==> src/rtl/pwd_entry_pkg.sv <==
// Shared constants, debounce state type and BCD helper for the lock input front-end.
package lock_pkg;

    localparam int NUM_DIGITS = 4;
    localparam int DIGIT_W    = 4;
    localparam logic [DIGIT_W-1:0] BCD_MAX = 4'd9;

    typedef enum logic [1:0] {
        LOW      = 2'd0,
        LOW_CHK  = 2'd1,
        HIGH     = 2'd2,
        HIGH_CHK = 2'd3
    } db_state_t;

    // Anything at or above 9 wraps to 0, which also scrubs illegal codes 10-15.
    function automatic logic [DIGIT_W-1:0] bcd_inc(input logic [DIGIT_W-1:0] d);
        return (d >= BCD_MAX) ? 4'd0 : d + 4'd1;
    endfunction

endpackage

==> src/rtl/pwd_entry_if.sv <==
// Signal bundle between the lock core (master) and the pwd_entry front-end (slave).
interface pwd_entry_if;
    import lock_pkg::*;

    logic [NUM_DIGITS-1:0]         key;
    logic                          enable;
    logic                          clear;
    logic                          commit;
    logic                          code_ack;
    logic [NUM_DIGITS*DIGIT_W-1:0] digits;
    logic [NUM_DIGITS-1:0]         inc_pulse;
    // Snapshot handshake: code is stable while code_valid is high; a cycle with
    // code_ack high consumes it, and commit with code_ack in that same cycle
    // replaces it immediately. commit while valid and not acked is dropped.
    logic [NUM_DIGITS*DIGIT_W-1:0] code;
    logic                          code_valid;
    db_state_t [NUM_DIGITS-1:0]    db_state;

    modport master (
        output key, enable, clear, commit, code_ack,
        input  digits, inc_pulse, code, code_valid, db_state
    );

    modport slave (
        input  key, enable, clear, commit, code_ack,
        output digits, inc_pulse, code, code_valid, db_state
    );

endinterface

==> src/rtl/pwd_entry_key_debounce.sv <==
// Two-flop synchronizer plus stable-level debouncer for one raw switch; pulses rise_o once per accepted press.
module key_debounce
    import lock_pkg::*;
#(
    parameter int DB_CYCLES = 2000000,
    parameter int DB_W      = 21
) (
    input  logic      clk,
    input  logic      reset,
    input  logic      key_i,
    output logic      rise_o,
    output db_state_t state_o
);

    localparam logic [DB_W-1:0] CNT_LAST = DB_W'(DB_CYCLES - 1);
    localparam logic [DB_W-1:0] CNT_ONE  = DB_W'(1);

    logic [1:0]      sync_q;
    db_state_t       state_q;
    logic [DB_W-1:0] cnt_q;
    logic            rise_q;
    logic            ks;

    assign ks      = sync_q[1];
    assign rise_o  = rise_q;
    assign state_o = state_q;

    // Entering a CHK state counts the first stable sample, so the level must hold
    // for exactly DB_CYCLES consecutive samples before it is accepted.
    always_ff @(posedge clk or negedge reset) begin
        if (!reset) begin
            sync_q  <= 2'b00;
            state_q <= LOW;
            cnt_q   <= '0;
            rise_q  <= 1'b0;
        end else begin
            sync_q <= {sync_q[0], key_i};
            rise_q <= 1'b0;
            case (state_q)
                LOW: begin
                    if (ks) begin
                        state_q <= LOW_CHK;
                        cnt_q   <= CNT_ONE;
                    end
                end
                LOW_CHK: begin
                    if (!ks) begin
                        state_q <= LOW;
                        cnt_q   <= '0;
                    end else if (cnt_q == CNT_LAST) begin
                        state_q <= HIGH;
                        cnt_q   <= '0;
                        rise_q  <= 1'b1;
                    end else begin
                        cnt_q <= cnt_q + CNT_ONE;
                    end
                end
                HIGH: begin
                    if (!ks) begin
                        state_q <= HIGH_CHK;
                        cnt_q   <= CNT_ONE;
                    end
                end
                HIGH_CHK: begin
                    if (ks) begin
                        state_q <= HIGH;
                        cnt_q   <= '0;
                    end else if (cnt_q == CNT_LAST) begin
                        state_q <= LOW;
                        cnt_q   <= '0;
                    end else begin
                        cnt_q <= cnt_q + CNT_ONE;
                    end
                end
                default: begin
                    state_q <= LOW;
                    cnt_q   <= '0;
                end
            endcase
        end
    end

endmodule

==> src/rtl/pwd_entry.sv <==
// Combination-lock input front-end: four debounced keys drive BCD digit registers,
// with a commit/ack snapshot of the 4-digit code for the lock core.
module pwd_entry
    import lock_pkg::*;
#(
    parameter int DB_CYCLES = 2000000,
    parameter int DB_W      = 21
) (
    input logic        clk,
    input logic        reset,
    pwd_entry_if.slave bus
);

    logic [NUM_DIGITS-1:0]              rise;
    db_state_t [NUM_DIGITS-1:0]         db_state;
    logic [NUM_DIGITS-1:0][DIGIT_W-1:0] digits_q, digits_d;
    logic [NUM_DIGITS-1:0]              inc_pulse_q, inc_pulse_d;
    logic [NUM_DIGITS*DIGIT_W-1:0]      code_q, code_d;
    logic                               code_valid_q, code_valid_d;

    for (genvar i = 0; i < NUM_DIGITS; i++) begin : g_key
        key_debounce #(
            .DB_CYCLES(DB_CYCLES),
            .DB_W     (DB_W)
        ) u_db (
            .clk    (clk),
            .reset  (reset),
            .key_i  (bus.key[i]),
            .rise_o (rise[i]),
            .state_o(db_state[i])
        );
    end

    // A rise arriving while disabled is simply dropped; the debouncer already sits
    // in HIGH, so raising enable later cannot replay it.
    always_comb begin
        digits_d    = digits_q;
        inc_pulse_d = '0;
        if (bus.clear) begin
            digits_d = '0;
        end else if (bus.enable) begin
            for (int i = 0; i < NUM_DIGITS; i++) begin
                if (rise[i]) begin
                    digits_d[i]    = bcd_inc(digits_q[i]);
                    inc_pulse_d[i] = 1'b1;
                end
            end
        end
    end

    always_comb begin
        code_d       = code_q;
        code_valid_d = code_valid_q;
        if (bus.commit && (!code_valid_q || bus.code_ack)) begin
            code_d       = digits_q;
            code_valid_d = 1'b1;
        end else if (bus.code_ack) begin
            code_valid_d = 1'b0;
        end
    end

    always_ff @(posedge clk or negedge reset) begin
        if (!reset) begin
            digits_q     <= '0;
            inc_pulse_q  <= '0;
            code_q       <= '0;
            code_valid_q <= 1'b0;
        end else begin
            digits_q     <= digits_d;
            inc_pulse_q  <= inc_pulse_d;
            code_q       <= code_d;
            code_valid_q <= code_valid_d;
        end
    end

    assign bus.digits     = digits_q;
    assign bus.inc_pulse  = inc_pulse_q;
    assign bus.code       = code_q;
    assign bus.code_valid = code_valid_q;
    assign bus.db_state   = db_state;

endmodule

==> src/flat_wrapper.sv <==
// flat-port wrapper written by rule: the top's interface ports become plain ports
module pwd_entry_flat import lock_pkg::*;
#(
    parameter int DB_CYCLES = 2000000,
    parameter int DB_W      = 21
)
  (clk, reset, bus_key, bus_enable, bus_clear, bus_commit, bus_code_ack, bus_digits, bus_inc_pulse, bus_code, bus_code_valid, bus_db_state);
  pwd_entry_if bus_i ();
  input logic clk;
  input logic reset;
  input wire logic [$bits(bus_i.key)-1:0] bus_key;
  input wire logic [$bits(bus_i.enable)-1:0] bus_enable;
  input wire logic [$bits(bus_i.clear)-1:0] bus_clear;
  input wire logic [$bits(bus_i.commit)-1:0] bus_commit;
  input wire logic [$bits(bus_i.code_ack)-1:0] bus_code_ack;
  output wire logic [$bits(bus_i.digits)-1:0] bus_digits;
  output wire logic [$bits(bus_i.inc_pulse)-1:0] bus_inc_pulse;
  output wire logic [$bits(bus_i.code)-1:0] bus_code;
  output wire logic [$bits(bus_i.code_valid)-1:0] bus_code_valid;
  output wire logic [$bits(bus_i.db_state)-1:0] bus_db_state;
  assign bus_i.key = bus_key;
  assign bus_i.enable = bus_enable;
  assign bus_i.clear = bus_clear;
  assign bus_i.commit = bus_commit;
  assign bus_i.code_ack = bus_code_ack;
  assign bus_digits = bus_i.digits;
  assign bus_inc_pulse = bus_i.inc_pulse;
  assign bus_code = bus_i.code;
  assign bus_code_valid = bus_i.code_valid;
  assign bus_db_state = bus_i.db_state;
  pwd_entry #(.DB_CYCLES(DB_CYCLES), .DB_W(DB_W)) u_core (.clk(clk), .reset(reset), .bus(bus_i));
endmodule
==> config.mk <==
export PLATFORM = sky130hd
export DESIGN_NAME = pwd_entry_flat
export DESIGN_NICKNAME = d
export VERILOG_FILES = /design/src/rtl/pwd_entry_pkg.sv /design/src/rtl/pwd_entry_if.sv /design/src/rtl/pwd_entry_key_debounce.sv /design/src/rtl/pwd_entry.sv /design/src/flat_wrapper.sv
export SDC_FILE = /design/constraint.sdc
export NUM_CORES = 1
export LEC_CHECK = 0
export CAP_MARGIN = 20
export CORE_UTILIZATION = 50
export DETAILED_ROUTE_END_ITERATION = 6
export MAX_ROUTING_LAYER = met4
export PLACE_DENSITY = 0.72
export SYNTH_ARGS = -nofsm -noshare
export SYNTH_HDL_FRONTEND = slang
export SYNTH_HIERARCHICAL = 1
export SYNTH_SLANG_ARGS = --single-unit
==> constraint.sdc <==
create_clock -name clk -period 1.8 [get_ports clk]
set_clock_uncertainty 0.1 [all_clocks]
set_input_delay 0.27 -clock clk [delete_from_list [all_inputs] [get_ports clk]]
set_output_delay 0.27 -clock clk [all_outputs]
set_load 0.1 [all_outputs]
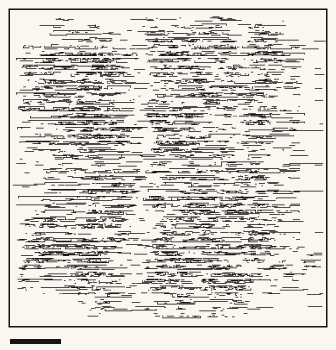
Fig. 1. Metal 1.
Scale bar: 20 µm.
main direction = horizontal
wire length on this layer = 8,810 µm

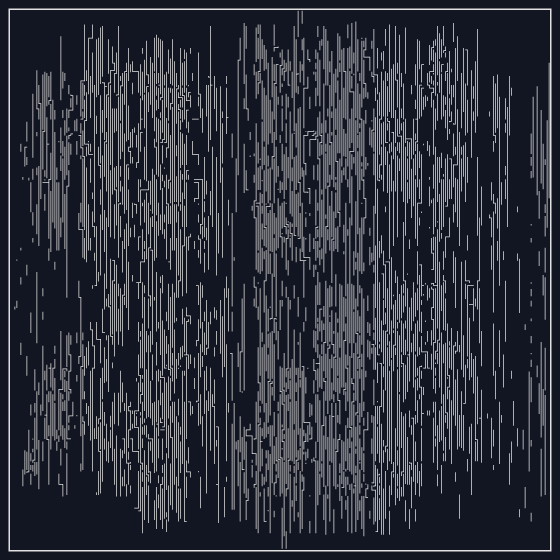
Fig. 2. Met2 routing.
nets with wire on the layer = 955
main direction = vertical
longest straight run = 43.5 µm
wire length on this layer = 12,300 µm
share of all routed wire = 54%

==> run notes <==
run metrics: vias in the first global route 7,620, yosys simple share 0.246, Top power group combinational logic, routability cong. 0.885, Floorplan Nets 771, Int Power 0.00842 W, highest metal used met4, count of pins over their slew limit 0, total power draw 0.0135 W, Post-synth ARST share 1.00, final worst-path setup slack -0.203 ns, top cells by count dfrtp_1 (141), nand2_1 (82), a31oi_1 (52), a21oi_1 (46), CTS max path bufs 2, P_leak 5.26 nW, initial antenna violation count 0, failing checks setup timing, Tmin final 2.00 ns, fillcell total 779, Inst Count DP 1,121, dpl cell area 10,100 µm², FF-to-FF End u_core/g_key[1].u_db/cnt_q[11], Required @ worst endpoint 2.02 ns, # Cells Yosys 745, core area 14,600 µm², layout cells sized above 1 0.454, met2 usage in global routing 0.517, GR Util met1 0.337, tool warnings 37, Synth Instances 745, final wirelength 23,000 µm, outcome complete, but fails checks, FP Core Util 0.515, top cells by area dfrtp_1 (47%), a31oi_1 (4.3%), nand2_1 (4.1%), synthesis-to-layout area growth 54.7%, Seq. pwr 0.00372 W, Syn Area/Cell 10.1 µm², wire length on met1 8810 µm, max-slew headroom at the worst pin 0.672, CP max FO 4, IO Port Bufs 54, nets@finish 1,025, worst r2r src u_core/g_key[1].u_db/cnt_q[9], top-count cell post-synth dfrtp_1, DIE HEIGHT 125 µm, CP top delay family simple AND/OR/NAND/NOR gates, Hold Fails Final Rpt 0, logic area 4440 µm², H-tree lvl count 4, grt met3 use 0.0460, DR vias/cell 6.19, DR WL/cell 19.3 µm, most numerous logic cell after layout buf_4, yosys warns 6, Residual DRC 0, setup violators final 78, Total Neg Setup Slack -5.96 ns, Post-synth seq share 0.469, clock share of power 0.261
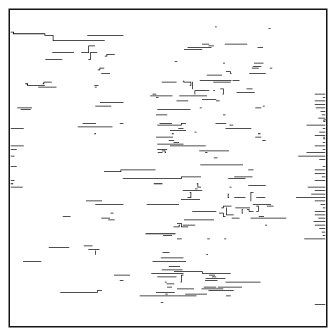
Fig. 3. Metal 3.
longest straight run = 23.0 µm
nets with wire on the layer = 162

==> flip-flops by register name, summed over array words and instances (netlist names), named ones only <==
signal / count
u_core/bus.code: 16
u_core/bus.code_valid: 1
u_core/bus.digits: 16
u_core/bus.inc_pulse: 4
u_core/g_key.u_db/cnt_q: 84
u_core/g_key.u_db/rise_o: 4
u_core/g_key.u_db/state_o: 4
u_core/g_key.u_db/sync_q: 8
==> what timing repair did <==
action,CTS,global route
hold buffers,1,0
gates resized,64,74
setup buffers,27,10
hold endpoints to repair,37,0
pin swaps,53,52
cloned,6,0
endpoints found under the setup margin,71,94
==> cell type report <==
class,count,share of cell area
clock buffer,27,0.0467
clock inverter,5,0.00452
inverter,23,0.00742
multi-input combinational,562,0.382
sequential,141,0.307
tap,184,0.0198
timing repair buffer,254,0.233
Power is estimated from default activity; no workload was simulated.
